===== config.mk =====
export PLATFORM = sky130hd
export DESIGN_NAME = uart_rx
export DESIGN_NICKNAME = d
export VERILOG_FILES = /design/src/rtl/uart_pkg.sv /design/src/rtl/sync_2ff.sv /design/src/rtl/uart_rx.sv
export SDC_FILE = /design/constraint.sdc
export NUM_CORES = 1
export LEC_CHECK = 0
export CAP_MARGIN = 15
export CORE_MARGIN = 1.5
export CORE_UTILIZATION = 49
export DETAILED_ROUTE_END_ITERATION = 8
export GPL_ROUTABILITY_DRIVEN = 0
export PLACE_DENSITY = 0.69
export SLEW_MARGIN = 0
export SYNTH_ARGS = -nofsm -noshare
export SYNTH_HDL_FRONTEND = slang
export SYNTH_SLANG_ARGS = --single-unit

===== constraint.sdc =====
create_clock -name clk -period 2.4 [get_ports clk]
set_input_delay 0.72 -clock clk [delete_from_list [all_inputs] [get_ports clk]]
set_output_delay 0.72 -clock clk [all_outputs]
set_load 0.005 [all_outputs]

===== src/rtl/uart_pkg.sv =====
// Shared types and helpers for the UART receive path.
package uart_pkg;

  // Receiver frame-tracking states
  typedef enum logic [2:0] {
    IDLE,
    START,
    DATA,
    STOP,
    BREAK
  } rx_state_t;

  // Divider below this leaves too little room to find the middle of a bit
  localparam int MIN_CLKS_PER_BIT = 4;

  // Payload width of one 8N1 frame
  localparam int DATA_BITS = 8;

  // Whole system clocks per line bit; any fractional part is discarded
  function automatic int clks_per_bit(input int clk_rate, input int baud);
    return clk_rate / baud;
  endfunction

endpackage


===== src/rtl/sync_2ff.sv =====
// Two-flop synchronizer for a single asynchronous level.
// Both stages reset to RESET_VAL so an undriven input before the first edge
// never propagates past the synchronizer.
module sync_2ff #(
  parameter logic RESET_VAL = 1'b1
) (
  input  logic clk,
  input  logic areset,
  input  logic d,
  output logic q
);

  logic meta;

  // Two back-to-back flops give the first stage a full cycle to settle
  always_ff @(posedge clk) begin
    if (areset) begin
      meta <= RESET_VAL;
      q    <= RESET_VAL;
    end else begin
      meta <= d;
      q    <= meta;
    end
  end

endmodule


===== src/rtl/uart_rx.sv =====
// 8N1 UART receiver: 1 start bit, 8 data bits LSB first, 1 stop bit.
// Received bytes are presented on a valid/ready stream. A byte that
// completes while the previous one is still waiting is dropped, and a
// stop bit read as low parks the receiver until the line returns high.
module uart_rx
  import uart_pkg::*;
#(
  parameter int CLK_RATE  = 50_000_000,
  parameter int BAUD_RATE = 115_200
) (
  input  logic       clk,
  input  logic       areset,
  input  logic       rx,
  input  logic       ready,
  output logic       data_val,
  output logic [7:0] data
);

  localparam int CLKS_PER_BIT = clks_per_bit(CLK_RATE, BAUD_RATE);
  localparam int HALF_BIT     = CLKS_PER_BIT / 2;
  localparam int CNT_W        = $clog2(CLKS_PER_BIT);

  // Count at which the start bit is re-checked (middle of the start bit)
  localparam logic [CNT_W-1:0] CNT_HALF = CNT_W'(HALF_BIT - 1);
  // Count at which data and stop bits are sampled (one bit period later)
  localparam logic [CNT_W-1:0] CNT_LAST = CNT_W'(CLKS_PER_BIT - 1);
  localparam logic [2:0]       LAST_BIT = 3'(DATA_BITS - 1);

  if (CLKS_PER_BIT < MIN_CLKS_PER_BIT) begin : g_bad_rate
    $error("uart_rx: CLK_RATE/BAUD_RATE must be at least 4");
  end

  rx_state_t        state;
  logic [CNT_W-1:0] baud_cnt;
  logic [2:0]       bit_cnt;
  logic [7:0]       shreg;
  logic             rx_s;

  sync_2ff #(
    .RESET_VAL(1'b1)
  ) u_rx_sync (
    .clk   (clk),
    .areset(areset),
    .d     (rx),
    .q     (rx_s)
  );

  // Frame FSM with baud timing, bit assembly and the output handshake
  always_ff @(posedge clk) begin
    if (areset) begin
      state    <= IDLE;
      baud_cnt <= '0;
      bit_cnt  <= '0;
      shreg    <= '0;
      data     <= '0;
      data_val <= 1'b0;
    end else begin
      if (data_val && ready) begin
        data_val <= 1'b0;
      end

      case (state)
        IDLE: begin
          baud_cnt <= '0;
          if (!rx_s) begin
            state <= START;
          end
        end

        START: begin
          if (baud_cnt == CNT_HALF) begin
            baud_cnt <= '0;
            if (!rx_s) begin
              state   <= DATA;
              bit_cnt <= '0;
            end else begin
              state <= IDLE;
            end
          end else begin
            baud_cnt <= baud_cnt + 1'b1;
          end
        end

        DATA: begin
          if (baud_cnt == CNT_LAST) begin
            baud_cnt        <= '0;
            shreg[bit_cnt]  <= rx_s;
            bit_cnt         <= bit_cnt + 1'b1;
            if (bit_cnt == LAST_BIT) begin
              state <= STOP;
            end
          end else begin
            baud_cnt <= baud_cnt + 1'b1;
          end
        end

        STOP: begin
          if (baud_cnt == CNT_LAST) begin
            baud_cnt <= '0;
            if (rx_s) begin
              if (!data_val) begin
                data     <= shreg;
                data_val <= 1'b1;
              end
              state <= IDLE;
            end else begin
              state <= BREAK;
            end
          end else begin
            baud_cnt <= baud_cnt + 1'b1;
          end
        end

        BREAK: begin
          baud_cnt <= '0;
          if (rx_s) begin
            state <= IDLE;
          end
        end

        default: begin
          baud_cnt <= '0;
          state    <= IDLE;
        end
      endcase
    end
  end

endmodule


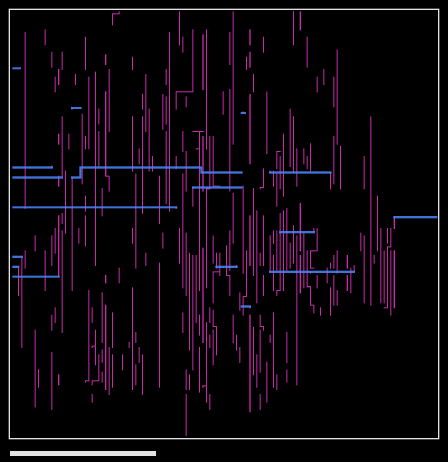
(images/wires.png)
Scale bar: 20 µm. Only two layers are drawn.
| color | layer | wire length |
|---|---|---|
| magenta | metal 2 | 1300 µm |
| blue | metal 3 | 111 µm |
Total GRT Usage: 19.33%
Total Wirelength: 2825 µm
mean routed wirelength per cell: 13.52 µm

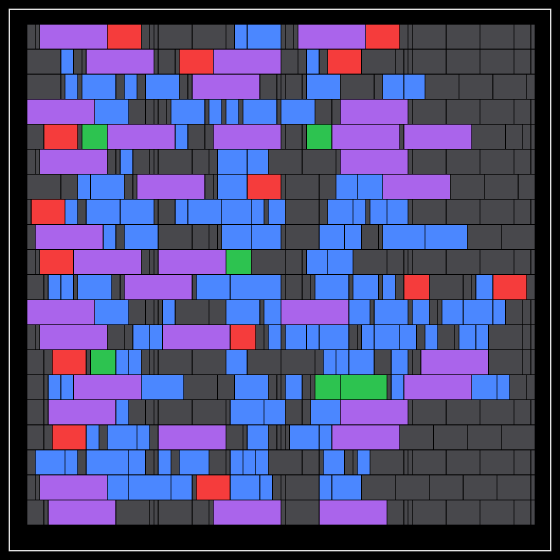
(images/placement_by_type.png)
Fill, decap, tap and diode cells in gray.
| color | class | cells | share of their area |
|---|---|---|---|
| purple | sequential cells | 34 | 41% |
| blue | combinational and other logic | 122 | 48% |
| green | clock drivers and dummy loads | 6 | 3.1% |
| red | remaining buffers and delay cells | 14 | 8.1% |
count of standard-cell rows: 20
Util after Layout: 56.79%

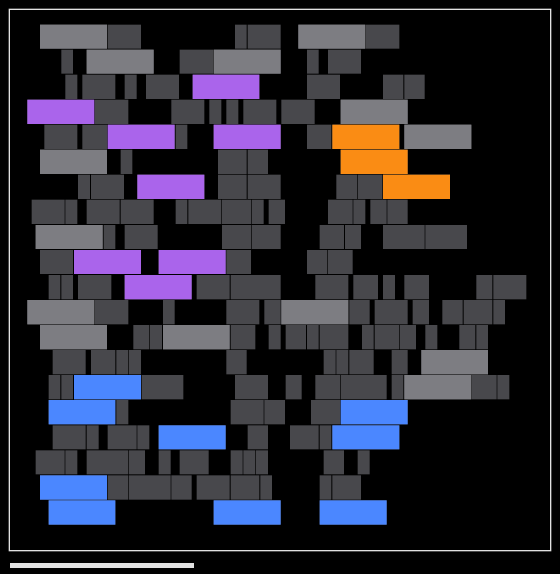
(images/flops_by_reg.png)
Scale bar: 20 µm. Other sequential cells in the stronger gray, the rest of the logic in the fainter gray.
| color | netlist name | sequential cells |
|---|---|---|
| orange | bit_cnt | 3 |
| purple | shreg | 8 |
| blue | baud_cnt | 9 |
sequential cell area in the final layout: 680.7 µm²
reported sequential group power: 571 µW

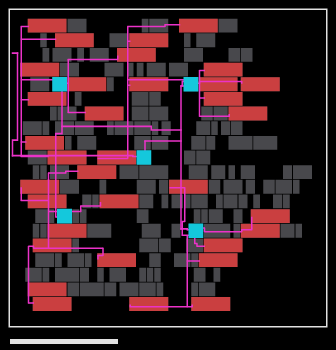
(images/clk_routes.png)
Scale bar: 20 µm.
[cyan] clock drivers | count: 5
[magenta] clock wires | length: 410 µm
[red] flip-flops | count: 34
flops lie: spread over the die
routed clock nets: 6

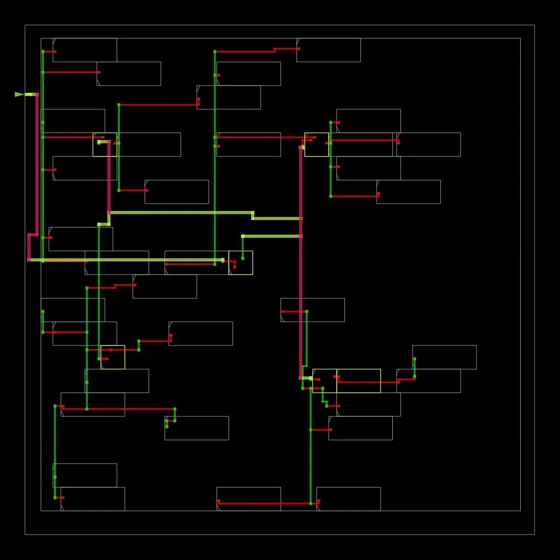
(images/clocks.png)
number of sequential storage elements: 34
cts bufs inserted: 5
worst clock skew: 0.005856 ns
Clk power: 307 µW

[metrics by stage]
step | cells | cell area, µm² | power (mW) | hold WS (ns) | util [%]
5_1_grt | 209 | 1705 | 0.9369 | 0.4453 | 56.79
2_1_floorplan | 168 | 1518 | 0.6003 | 0.3895 | -
6_report | 209 | 1705 | 0.9038 | 0.4177 | 56.79
3_3_place_gp | 203 | 1654 | 0.6089 | 0.3957 | 55.08
4_1_cts | 209 | 1705 | 0.9138 | 0.4235 | 56.79
3_5_place_dp | 203 | 1654 | 0.6103 | 0.4000 | 55.08
[state kept, by name, indices dropped and copies added, names as in the netlist]
signal / cells
u_rx_sync.q: 1
state: 3
bit_cnt: 3
data: 8
data_val: 1
shreg: 8
u_rx_sync.meta: 1
baud_cnt: 9
[worst min path at each step]
stage / start / endpoint / slack, ns
after global placement: u_rx_sync.meta / u_rx_sync.q / 0.40
after CTS: u_rx_sync.meta / u_rx_sync.q / 0.42
after detailed placement: u_rx_sync.meta / u_rx_sync.q / 0.40
after global routing: u_rx_sync.meta / u_rx_sync.q / 0.45
after floorplan: u_rx_sync.meta / u_rx_sync.q / 0.39
final: u_rx_sync.meta / u_rx_sync.q / 0.42
[report_power, final]
group	switching, mW	total (mW)	internal, mW
clock network	0.175	0.307	0.132
registers	0.00459	0.571	0.566
logic	0.0135	0.0259	0.0125
total	0.193	0.904	0.711
[final cells by class]
type                       count  area, µm²
multi-input combinational    117      778.2
tap                           33      41.29
timing repair buffer          14      135.1
inverter                       5      18.77
clock buffer                   6      51.30
sequential                    34      680.7
fill                         279       1297
[kinds of logic after synthesis]
logic type / after synthesis
AND/OR/NAND/NOR: 75
flip-flops: 34
buffers and inverters: 17
multiplexers: 16
AND-OR/OR-AND: 14
XOR/XNOR: 7
adder cells (fa/ha/maj): 5
[critical path: stages (launching register included)]
cell and delay (ns):
dfxtp_1 0.40, ha_1 0.16, nor4bb_1 0.35, nand2_1 0.20, a21bo_2 0.29, or4_1 0.47, a21oi_1 0.15
[layer usage]
layer  up-vias  wire length, µm  GRT usage [%]
met3         8              110          6.813
met1       534             1355          24.17
met4         0               54          6.818
met2        22             1304          30.98
met5         -                0              0
li1        590                -              -
[placed cells by master, fill, tap and decap left out, types with 2 or more instances in the layout]
cell             instances
o21ai_0                  4
nor2b_1                  2
or4b_1                   2
xnor2_1                  4
xor2_1                   3
nand4b_1                 2
nand4_1                  3
buf_4                    2
clkdlybuf4s50_1         12
nor3b_1                  3
and3_1                   4
or2_2                    2
dfxtp_1                 34
mux2i_1                 16
nand2b_1                 2
nor2_1                  33
nand2_1                  8
inv_1                    5
nand3b_1                 2
clkbuf_4                 5
nor4b_1                  3
ha_1                     5
a21oi_1                  4
nand3_1                  2
==> flow_summary.yaml <==
# implementation run metrics
clocking:
  post_cts_resize_count: 0
  clockRootBuffer: "clkbuf_4"
  cts_max_path_buffers: 2
  clkSlewWorstSetupHoldPaths_ns: 0.10
  ctsHoldBuffers: 0
  ctsHtreeMaxLevel: 2
synthesis:
  post_synth_xor_area_fraction_pct: 4.040
  yosys.area.top_type_share_pct: 44.85
  area_leaders: "dfxtp_1 (45%), mux2i_1 (11%), nor2_1 (8.2%)"
  net_count_after_synthesis: 177
  synth-cells-yosys: 168
  yosys_aoi_share_pct: 5.771
  post-synth-top-count-cell: "dfxtp_1"
  synth-adder-area-share_pct: 4.122
global_route:
  first_global_vias: 1088
  grt_pass1_wl_um: 4926
flow_run:
  tool_warnings: 28
power_and_ir_drop:
  max-vdd-ir-drop_v: 0.0004521
  power.static_leakage_nw: 0.6171
  power_per_cell_area_nw_per_um2: 530.0
hold_path:
  timing.hold.worst_path_depth: 1
  timing.hold.worst.class: "flip-flop to flip-flop"
routing:
  postRouteAntennaNets: 0
  post-route-drc-count: 0
final_timing:
  post-route-min-period_ns: 2.076
  final-max-slew-violation-count: 0
  final.setup.tns_ns: 0
worst_setup_path:
  worstSetupStartpoint: "baud_cnt[0]"
  regToRegEndpoint: "state[2]"
floorplanning:
  chipWidth_um: 58.66
  floorplan.die.height_um: 58.66
  die_area_um2: 3440
status:
  status: "complete, no violations"
Power and IR drop assume default switching activity.
